## src/rtl/wb_skid_pkg.sv

```systemverilog
// Shared types for the memory-to-writeback skid stage: entry payload, state encoding, occupancy width.
package wb_skid_pkg;

  localparam int DATA_W = 32;
  localparam int REG_W  = 4;
  localparam int FLAG_W = 4;
  localparam int OCC_W  = 2;

  typedef struct packed {
    logic [DATA_W-1:0] mem_data;
    logic [DATA_W-1:0] wr_data;
    logic [REG_W-1:0]  rd;
    logic              link;
    logic              wb_en;
    logic [FLAG_W-1:0] flags;
  } wb_entry_t;

  typedef enum logic [1:0] {
    EMPTY = 2'd0,
    ONE   = 2'd1,
    FULL  = 2'd2
  } wb_state_e;

  function automatic logic [OCC_W-1:0] occ_of(input wb_state_e st);
    unique case (st)
      ONE:     return OCC_W'(1);
      FULL:    return OCC_W'(2);
      default: return OCC_W'(0);
    endcase
  endfunction

endpackage

```

## src/rtl/wb_skid_ctrl.sv

```systemverilog
// Handshake state machine for the writeback skid stage; produces entry-register load strobes.
//   state | meaning
//   EMPTY | no entry held
//   ONE   | main entry valid, skid free
//   FULL  | main and skid both valid, upstream stalled
module wb_skid_ctrl
  import wb_skid_pkg::*;
(
  input  logic             clk,
  input  logic             reset,
  input  logic             flush,
  input  logic             in_valid,
  input  logic             out_ready,
  output logic             in_ready,
  output logic             out_valid,
  output logic [OCC_W-1:0] occupancy,
  output logic             load_main,
  output logic             load_skid,
  output logic             main_from_skid
);

  wb_state_e state, state_nxt;
  logic      in_fire, out_fire;

  assign in_fire  = in_valid & in_ready;
  assign out_fire = out_valid & out_ready;

  always_comb begin
    state_nxt      = state;
    load_main      = 1'b0;
    load_skid      = 1'b0;
    main_from_skid = 1'b0;
    unique case (state)
      EMPTY: begin
        if (in_fire) begin
          load_main = 1'b1;
          state_nxt = ONE;
        end
      end
      ONE: begin
        if (in_fire && out_fire) begin
          load_main = 1'b1;
        end else if (in_fire) begin
          load_skid = 1'b1;
          state_nxt = FULL;
        end else if (out_fire) begin
          state_nxt = EMPTY;
        end
      end
      FULL: begin
        if (out_fire) begin
          main_from_skid = 1'b1;
          state_nxt      = ONE;
        end
      end
      default: state_nxt = EMPTY;
    endcase
    // Squashed cycles leave payload untouched; only the valids are dropped.
    if (flush) begin
      state_nxt      = EMPTY;
      load_main      = 1'b0;
      load_skid      = 1'b0;
      main_from_skid = 1'b0;
    end
  end

  // Status outputs are registered from the next state so in_ready never sees out_ready combinationally.
  always_ff @(posedge clk) begin
    if (reset) begin
      state     <= EMPTY;
      out_valid <= 1'b0;
      in_ready  <= 1'b1;
      occupancy <= '0;
    end else begin
      state     <= state_nxt;
      out_valid <= (state_nxt != EMPTY);
      in_ready  <= (state_nxt != FULL);
      occupancy <= occ_of(state_nxt);
    end
  end

endmodule

```

## src/rtl/wb_skid_stage.sv

```systemverilog
// Memory-to-writeback pipeline stage with two-entry skid buffer and synchronous flush.
// Optional forwarding taps are enabled with `define WB_SKID_FORWARD_EN.
module wb_skid_stage
  import wb_skid_pkg::*;
(
  input  logic              clk,
  input  logic              reset,
  input  logic              flush,
  input  logic              in_valid,
  output logic              in_ready,
  input  logic [DATA_W-1:0] in_mem_data,
  input  logic [DATA_W-1:0] in_wr_data,
  input  logic [REG_W-1:0]  in_rd,
  input  logic              in_link,
  input  logic              in_wb_en,
  input  logic [FLAG_W-1:0] in_flags,
  output logic              out_valid,
  input  logic              out_ready,
  output logic [DATA_W-1:0] out_mem_data,
  output logic [DATA_W-1:0] out_wr_data,
  output logic [REG_W-1:0]  out_rd,
  output logic              out_link,
  output logic              out_wb_en,
  output logic [FLAG_W-1:0] out_flags,
  output logic [OCC_W-1:0]  occupancy
`ifdef WB_SKID_FORWARD_EN
  ,
  output logic              fwd_valid,
  output logic [REG_W-1:0]  fwd_rd,
  output logic [DATA_W-1:0] fwd_data
`endif
);

  wb_entry_t in_entry, main_q, skid_q;
  logic      load_main, load_skid, main_from_skid;

  assign in_entry = '{mem_data: in_mem_data, wr_data: in_wr_data, rd: in_rd,
                      link: in_link, wb_en: in_wb_en, flags: in_flags};

  wb_skid_ctrl u_ctrl (
    .clk            (clk),
    .reset          (reset),
    .flush          (flush),
    .in_valid       (in_valid),
    .out_ready      (out_ready),
    .in_ready       (in_ready),
    .out_valid      (out_valid),
    .occupancy      (occupancy),
    .load_main      (load_main),
    .load_skid      (load_skid),
    .main_from_skid (main_from_skid)
  );

  always_ff @(posedge clk) begin
    if (reset) begin
      main_q <= '0;
      skid_q <= '0;
    end else begin
      if (load_main)           main_q <= in_entry;
      else if (main_from_skid) main_q <= skid_q;
      if (load_skid)           skid_q <= in_entry;
    end
  end

  assign out_mem_data = main_q.mem_data;
  assign out_wr_data  = main_q.wr_data;
  assign out_rd       = main_q.rd;
  assign out_link     = main_q.link;
  assign out_flags    = main_q.flags;
  // Stale payload survives EMPTY/flush, so the write enable must be qualified.
  assign out_wb_en    = main_q.wb_en & out_valid;

`ifdef WB_SKID_FORWARD_EN
  assign fwd_valid = out_valid & main_q.wb_en;
  assign fwd_rd    = main_q.rd;
  assign fwd_data  = main_q.link ? main_q.wr_data : main_q.mem_data;
`endif

endmodule

```

## config.mk

```make
export PLATFORM = sky130hd
export DESIGN_NAME = wb_skid_stage
export DESIGN_NICKNAME = d
export VERILOG_FILES = /design/src/rtl/wb_skid_pkg.sv /design/src/rtl/wb_skid_ctrl.sv /design/src/rtl/wb_skid_stage.sv
export SDC_FILE = /design/constraint.sdc
export NUM_CORES = 1
export LEC_CHECK = 0
export CAP_MARGIN = 15
export CORE_UTILIZATION = 50
export CTS_CLUSTER_SIZE = 16
export DETAILED_ROUTE_END_ITERATION = 8
export GPL_ROUTABILITY_DRIVEN = 0
export PLACE_DENSITY = 0.76
export SLEW_MARGIN = 20
export SYNTH_ARGS = -nofsm -noshare
export SYNTH_HDL_FRONTEND = slang
export SYNTH_SLANG_ARGS = --single-unit
```

## constraint.sdc

```tcl
create_clock -name clk -period 2.1 [get_ports clk]
set_clock_uncertainty 0.2 [all_clocks]
set_input_delay 0.315 -clock clk [delete_from_list [all_inputs] [get_ports clk]]
set_output_delay 0.315 -clock clk [all_outputs]
set_load 0.02 [all_outputs]
```

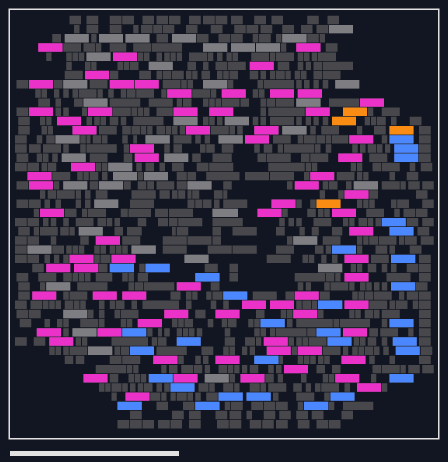
Fig. 1. Sequential cells colored by netlist name (run 1).
The bar under the picture is 50 µm long. Other sequential cells in the stronger gray, the rest of the logic in the fainter gray.
| name in the netlist | color | flops |
|---|---|---|
| `out_mem_data` | blue | 32 |
| `skid_q` | magenta | 74 |
| `out_flags` | orange | 4 |

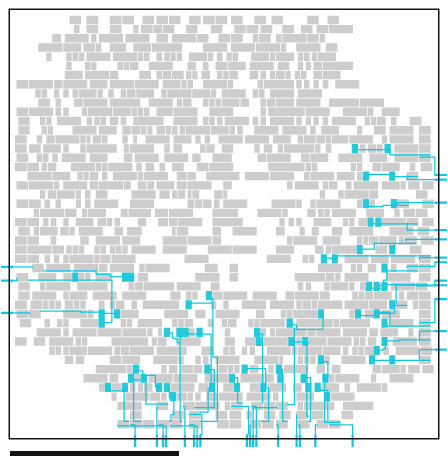
Fig. 2. I/O nets highlighted (run 1).
The bar under the picture is 50 µm long.
| port | color | bits | direction | end cells | wire |
|---|---|---|---|---|---|
| `in_mem_data` | cyan | 32 | input | 64 | 1,010 µm |

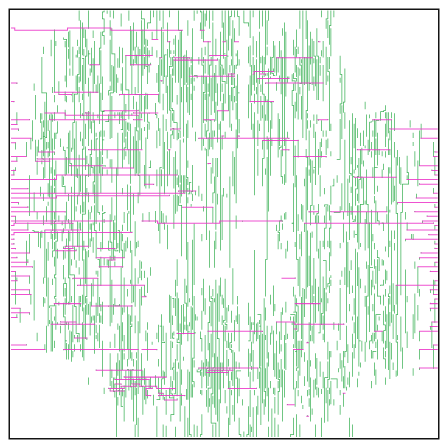
Fig. 3. Wiring by layer (run 1).
Only two layers are drawn.
| layer | color | wire length |
|---|---|---|
| met3 | magenta | 1,380 µm |
| met2 | green | 9,340 µm |

==> flow_metrics.tcl, run 1 <==
# flow metrics
set metrics [dict create \
    run_status "finished clean" \
    dp_slack_ps -118 \
    synth_cells 875 \
    drive_gt1_share_pct 14.6 \
    synth_warnings 0 \
    layout.cells.most_common "dfxtp_1" \
    ys_seq_share_pct 39.7 \
    grt-ovfl-total 0 \
    grt_max_degree 117 \
    cts_tree "built" \
    enable_flop_cells 0 \
    cap_violations 0 \
    fin_cells 1111 \
    holdWs_ps 124 \
    slowest_delay_ps 620 \
    clk_pin_slew_ps 60 \
    clkPwrFrac_pct 44.1 \
    flop_cell "dfxtp_1" \
    cts_buffer_depth 2 \
    ys_ff 154 \
    chipWidth_um 127 \
    finalCritPeriodShare_pct 91.8 \
    power_uw 7710 \
    max_clock_freq_mhz 519 \
    cp-endpoint "out_wr_data[18]" \
    cp.arrival_ps 1410 \
    top_area_cell "dfxtp_1" \
    post_cts_buffers 0 \
    rsz0062_at_grt "false" \
    final_cell_mix "153 x dfxtp_1, 151 x clkdlybuf4s50_1, 139 x o21ai_0" \
    leakage_uw 0.00303 \
    placedCellCount 1079 \
    drtAntennaViolNets 0 \
    fp-utilization_pct 51.1 \
    warnings 28 \
    hpwl_um 12100 \
    io_pins 157 \
    area_growth_pct 25.0 \
    power_frac_seq_pct 40.5 \
    htree_num_levels 4 \
    critPathCaptureType "primary output" \
    path_buffers 1 \
    fp-row-count 45 \
    cts_num_sinks 154 \
    die-height_um 127 \
    cp.required_ps 1580 \
    synth_cell_types 30 \
    met3_usage_pct 5.82 \
    power_frac_comb_pct 15.3 \
    finalNetCount 989 \
    post-route-min-period_ps 1930 \
    root_buffer "clkbuf_16" \
    top_layer "met4" \
]
run 1: cell families (layout without fill, tap and decap cells):
kind of cell / Yosys count / after routing / share of synthesized area, %
simple gates: 241 / 241 / 18.5
compound gates: 302 / 302 / 28.0
buf+inv: 178 / 226 / 13.9
flops: 154 / 154 / 39.7
run 1: state kept, by name, indices dropped and copies added, names as in the netlist:
register	cells
skid_q	74
out_mem_data	32
out_wr_data	32
out_flags	4
out_rd	4
u_ctrl.occupancy	2
u_ctrl.state	2
main_q	1
out_link	1
u_ctrl.in_ready	1
u_ctrl.out_valid	1
run 1: area by class of cell:
class | count | area, µm²
fill | 1260 | 5490
multi-input combinational | 543 | 3650
sequential | 154 | 3080
timing repair buffer | 194 | 2100
clock buffer | 25 | 495
tap | 188 | 235
clock inverter | 7 | 160
run 1: timing repair:
action / in CTS / in global routing
endpoints found under the setup margin: 3 / 1
hold buffers: 0 / 0
resized: 3 / 1
pin swaps: 0 / 0
run 1: worst min-delay path by stage:
stage	end	slack, ps	cells after the start	start
floorplan	skid_q[0]$_SDFFE_PP0P_	250	2	skid_q[0]$_SDFFE_PP0P_
global placement	skid_q[18]$_SDFFE_PP0P_	260	2	skid_q[18]$_SDFFE_PP0P_
detailed placement	skid_q[22]$_SDFFE_PP0P_	270	2	skid_q[22]$_SDFFE_PP0P_
CTS	skid_q[67]$_SDFFE_PP0P_	120	2	reset
global route	skid_q[67]$_SDFFE_PP0P_	130	2	reset
finish	skid_q[68]$_SDFFE_PP0P_	120	2	reset
run 1: power by group through the flow:
stage	Combinational (µW)	Clock, µW	Sequential (µW)
global route	1250	3580	3140
CTS	1180	3440	3130
finish	1180	3400	3130
floorplan	771	0	3160
global placement	1170	0	3180
detailed placement	1170	0	3190
==> run 2, diff against run 1 <==
--- a/config.mk
+++ b/config.mk
@@ -11,6 +11,7 @@
 export DETAILED_ROUTE_END_ITERATION = 8
 export GPL_ROUTABILITY_DRIVEN = 0
 export PLACE_DENSITY = 0.76
+export SKIP_LAST_GASP = 1
 export SLEW_MARGIN = 20
 export SYNTH_ARGS = -nofsm -noshare
 export SYNTH_HDL_FRONTEND = slang
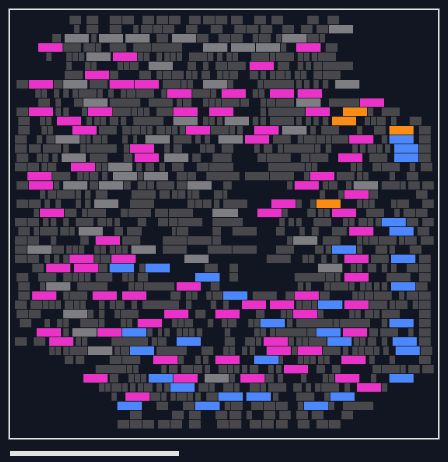
Fig. 4. Sequential cells colored by netlist name (run 2).
The bar under the picture is 50 µm long. Other sequential cells in the stronger gray, the rest of the logic in the fainter gray.
| name in the netlist | color | flops |
|---|---|---|
| `out_mem_data` | blue | 32 |
| `skid_q` | magenta | 74 |
| `out_flags` | orange | 4 |
not colored: 44

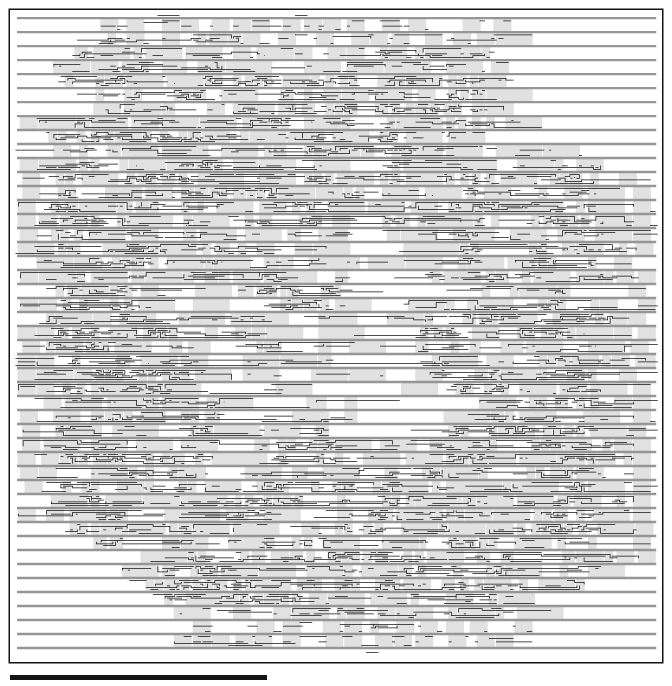
Fig. 5. Met1 routing (run 2).
The bar under the picture is 50 µm long. Supply wires on this layer in gray. Cells faint in the background.
share of all routed wire: 45%
wire length on this layer: 9,060 µm
nets with wire on the layer: 865
longest straight run: 31.3 µm

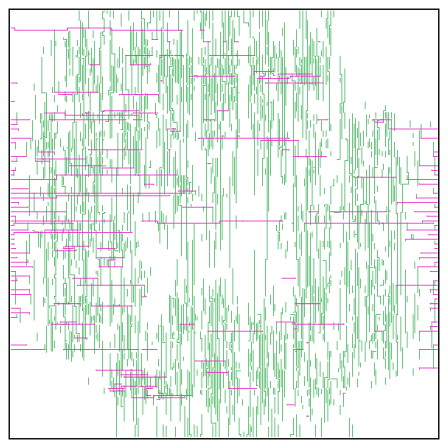
Fig. 6. Wiring by layer (run 2).
Only two layers are drawn.
| layer | color | wire length |
|---|---|---|
| met2 | green | 9,330 µm |
| met3 | magenta | 1,350 µm |

==> run 2 against run 1 <==
Non-clock buffer count unchanged. Flip-flop count unchanged. Via count about the same. Register-to-register slack about the same. Core utilization about the same.
==> flow_metrics.tcl, run 2 <==
# flow metrics
set metrics [dict create \
    htree_num_levels 4 \
    hpwl_um 12100 \
    pg_clk_uw 3400 \
    p_per_area_mw_per_mm2 793 \
    via_count 6894 \
    vias_per_cell 6.21 \
    max_clock_freq_mhz 519 \
    rsz0062_at_grt "false" \
    largest_reg_flops 74 \
    grt_pass1_vias 6427 \
    hold_class "primary input to flip-flop" \
    layout.cells.most_common "dfxtp_1" \
    core_area_mm2 0.0152 \
    yosys_area_mm2 0.00777 \
    run_status "finished clean" \
    crit_type "flip-flop to primary output" \
    cp.arrival_ps 1410 \
    pg_comb_uw 1180 \
    syn_nets 954 \
    vdd_drop_max_v 0.000572 \
    cap_violations 0 \
    drv_slew 0 \
    top_register "skid_q" \
    leakage_uw 0.00305 \
    relSlewSlack_pct 65.2 \
    slowest_delay_ps 620 \
    synthMostInstantiatedCell "dfxtp_1" \
    ys_ff 154 \
    root_buffer "clkbuf_16" \
    grt_antenna_before_repair 0 \
    post_cts_buffers 0 \
    nFillCells 1260 \
    powerSeq_uw 3130 \
    power_frac_seq_pct 40.5 \
    syn_area_mm2 0.00777 \
    crit_family "buffers and inverters" \
    finalNetCount 989 \
    ys_seq_share_pct 39.7 \
    warnings 29 \
    cts_buffer_depth 2 \
    power_uw 7710 \
    maxPowerGroup "clock" \
    flop_cell "dfxtp_1" \
    finalHoldViolCount 0 \
    port-buffer-count 156 \
    post-route-min-period_ps 1930 \
    grt-ovfl-total 0 \
    start_kind "flip-flop" \
    drive_gt1_share_pct 14.6 \
    worst-path-max-fanout 2 \
    finalCritPeriodShare_pct 91.8 \
    holdWs_ps 124 \
    synth_cells 875 \
    fp-utilization_pct 51.1 \
    critPathCaptureType "primary output" \
    grt_max_degree 117 \
    top_cells_by_count "154 x dfxtp_1, 139 x o21ai_0, 84 x buf_4" \
    clkPwrFrac_pct 44.1 \
    path_buffers 1 \
    switching_share_pct 24.2 \
    final_cell_mix "153 x dfxtp_1, 151 x clkdlybuf4s50_1, 139 x o21ai_0" \
    async_flop_share_pct 0 \
    cp.required_ps 1580 \
    avgRoutedWirePerCell_um 18.2 \
    cts_made_buffers 17 \
    drtAntennaViolNets 0 \
    clk_latency_ps 420 \
    enable_flop_cells 0 \
    chipWidth_um 127 \
    antenna_cells 0 \
    grt_util_all_layers_pct 25.4 \
    cts_tree "built" \
    dr.pass1.iters 5 \
    clk_pin_slew_ps 60 \
    die-height_um 127 \
    io_pins 157 \
    synth_cell_types 30 \
    internal-power_uw 5840 \
    cts_num_sinks 154 \
    top_area_cell "dfxtp_1" \
    area_growth_pct 25.0 \
    power_frac_comb_pct 15.3 \
    drc 0 \
    synth_warnings 0 \
    die_area_mm2 0.0161 \
    p_sw_uw 1870 \
    fp-row-count 45 \
]
==> run 2: cell counts after synthesis <==
Identical to the previous run, type by type.
==> run 2: final cells by class <==
cell class,count,area [µm²],share of cell area [%]
multi-input cells,543,3650,37.5
repair buffers,194,2100,21.6
clock inverters,7,160,1.65
flip-flops and latches,154,3080,31.7
clock buffers,25,495,5.10
well taps,188,235,2.42
==> run 2: cell families (layout without fill, tap and decap cells) <==
logic type             count (synthesis)  after routing  synth area share [%]
buffers and inverters                178            226                  13.9
AND-OR/OR-AND                        302            302                  28.0
AND/OR/NAND/NOR                      241            241                  18.5
flip-flops                           154            154                  39.7
==> run 2: metal layers <==
layer	track usage [%]	part of all wire (%)	up-vias
li1	-	-	3253
met1	33.4	45	3328
met2	39.9	46	278
met3	5.82	6.7	35
met4	11.0	2.3	0
met5	0	0	-
==> run 2: worst paths after layout <==
path	from	endpoint	slack, ps	depth (start not counted)
worst max-delay path	out_wr_data[18]$_SDFFE_PP0P_	out_wr_data[18]	170	1
worst min-delay path	reset	skid_q[68]$_SDFFE_PP0P_	120	2
worst max register to register	u_ctrl.state[1]$_SDFF_PP0_	out_wr_data[0]$_SDFFE_PP0P_	330	4
worst min register to register	skid_q[26]$_SDFFE_PP0P_	skid_q[26]$_SDFFE_PP0P_	280	2
==> run 2: stage by stage <==
stage	util (%)	setup slack, ps	cells	cell area (µm²)	TNS [ps]
floorplan	-	420	875	7770	0
CTS	63.9	-57.0	1111	9720	-57.0
detailed placement	59.6	-118	1079	9060	-4650
global route	63.9	131	1111	9720	0
finish	63.9	172	1111	9720	0
global placement	59.6	-55.2	1079	9060	-2230
==> run 2: what timing repair did <==
action	in CTS	in global routing
hold endpoints to repair	0	0
hold buffers	0	0
endpoints found under the setup margin	3	2
resized	2	2
gates cloned	0	0
==> run 3, diff against run 2 <==
--- a/config.mk
+++ b/config.mk
@@ -11,6 +11,7 @@
 export DETAILED_ROUTE_END_ITERATION = 8
 export GPL_ROUTABILITY_DRIVEN = 0
 export PLACE_DENSITY = 0.76
+export SETUP_SLACK_MARGIN = 0.4
 export SKIP_LAST_GASP = 1
 export SLEW_MARGIN = 20
 export SYNTH_ARGS = -nofsm -noshare
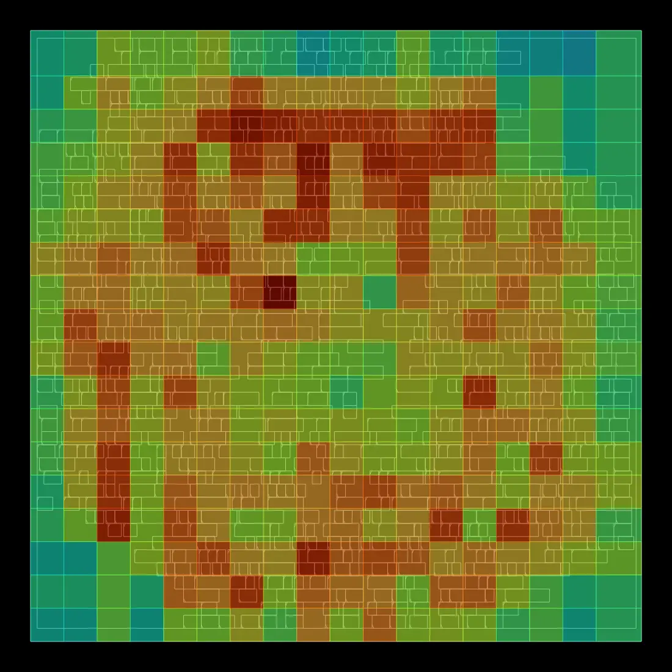
Fig. 7. Routing congestion (run 3).
Most Crowded Layer GR: met2
Total GRT Usage: 26.5%

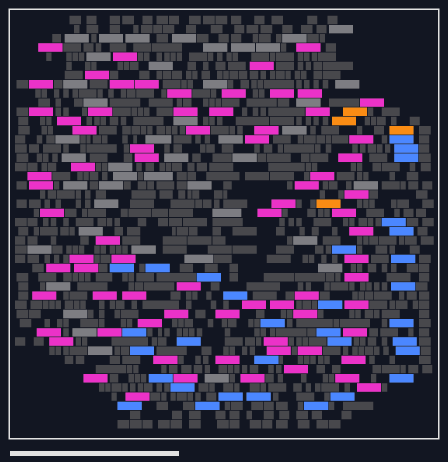
Fig. 8. Sequential cells colored by netlist name (run 3).
The bar under the picture is 50 µm long. Other sequential cells in the stronger gray, the rest of the logic in the fainter gray.
| name in the netlist | color | flops |
|---|---|---|
| `out_mem_data` | blue | 32 |
| `skid_q` | magenta | 74 |
| `out_flags` | orange | 4 |

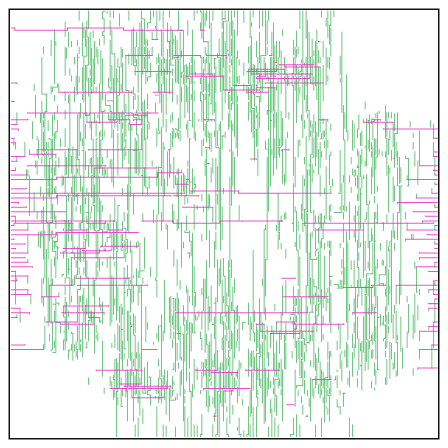
Fig. 9. Wiring by layer (run 3).
Only two layers are drawn.
| layer | color | wire length |
|---|---|---|
| met3 | magenta | 1,510 µm |
| met2 | green | 9,790 µm |

==> run 3 against run 2 <==
Cell area up 1.2%. Largest power group unchanged. Routed wire length grew 5.6%. Worst setup slack improved by 190 ps.
==> flow_metrics.tcl, run 3 <==
# flow metrics
set metrics [dict create \
    switching_share_pct 24.6 \
    power_frac_comb_pct 14.8 \
    power_frac_seq_pct 40.7 \
    leakage_uw 0.00339 \
    cts_made_buffers 17 \
    syn_nets 954 \
    crit_family "simple AND/OR/NAND/NOR gates" \
    critPathCaptureType "flip-flop" \
    r2r_slack_ps 360 \
    nFillCells 1279 \
    hold_class "primary input to flip-flop" \
    rsz0062_at_grt "true" \
    finalNetCount 997 \
    run_status "finished clean" \
    path_depth 5 \
    warnings 30 \
    critPathLaunch "u_ctrl.state[0]$_SDFF_PP0_" \
    hold_end "skid_q[68]$_SDFFE_PP0P_" \
    fp-row-count 45 \
    path_buffers 2 \
    finalHoldViolCount 0 \
    slowest_delay_ps 420 \
    grt_max_degree 117 \
    antenna_cells 0 \
    synth_warnings 0 \
    layout.cells.most_common "dfxtp_1" \
    yosys_area_mm2 0.00777 \
    grt_pass1_vias 6590 \
    via_count 7007 \
    async_flop_share_pct 0 \
    ys_ff 154 \
    drc 0 \
    area_growth_pct 26.5 \
    cts_buffer_depth 2 \
    fp-utilization_pct 51.1 \
    hpwl_um 12100 \
    synthMostInstantiatedCell "dfxtp_1" \
    p_sw_uw 1880 \
    drive_gt1_share_pct 16.3 \
]
-- run 3: cell counts after synthesis --
Identical to the previous run, type by type.
-- run 3: area by class of cell --
type | instances | area (µm²) | area share, %
clock buffers | 25 | 495 | 5.04
clock inverters | 7 | 160 | 1.63
multi-input cells | 543 | 3670 | 37.3
flip-flops and latches | 154 | 3100 | 31.5
well taps | 188 | 235 | 2.39
repair buffers | 202 | 2180 | 22.2
-- run 3: logic make-up after synthesis --
kind of cell	Yosys count	share of synthesized area [%]
compound gates	302	28.0
buf+inv	178	13.9
flops	154	39.7
simple gates	241	18.5
-- run 3: per-stage QoR --
| stage | std cells | setup slack (ps) | hold WS [ps] | setup TNS, ps | utilization (%) |
|---|---|---|---|---|---|
| finish | 1119 | 358 | 127 | 0 | 64.7 |
| global route | 1119 | 351 | 129 | 0 | 64.7 |
| CTS | 1116 | 254 | 116 | 0 | 64.1 |
| detailed placement | 1079 | -118 | 266 | -4650 | 59.6 |
| global placement | 1079 | -55.2 | 260 | -2230 | 59.6 |
| floorplan | 875 | 420 | 254 | 0 | - |
-- run 3: power groups by stage --
stage | sequential (µW) | combinational [µW] | clock [µW]
final | 3120 | 1130 | 3410
after global routing | 3130 | 1200 | 3590
after CTS | 3120 | 1120 | 3440
after detailed placement | 3190 | 1170 | 0
after global placement | 3180 | 1170 | 0
after floorplan | 3160 | 771 | 0
-- run 3: metal layers --
metal | track usage (%) | wire length (µm)
met1 | 34.6 | 9520
met2 | 41.7 | 9790
met3 | 6.03 | 1510
met4 | 12.0 | 527
met5 | 0 | 0
-- run 3: timing repair --
action / CTS / global route
endpoints found under the hold margin: 0 / 0
gates resized: 92 / 10
pin swaps: 1 / 24
endpoints found under the setup margin: 162 / 49
gates cloned: 3 / 2
buffers inserted: 2 / 1
Power is estimated from default activity; no workload was simulated.
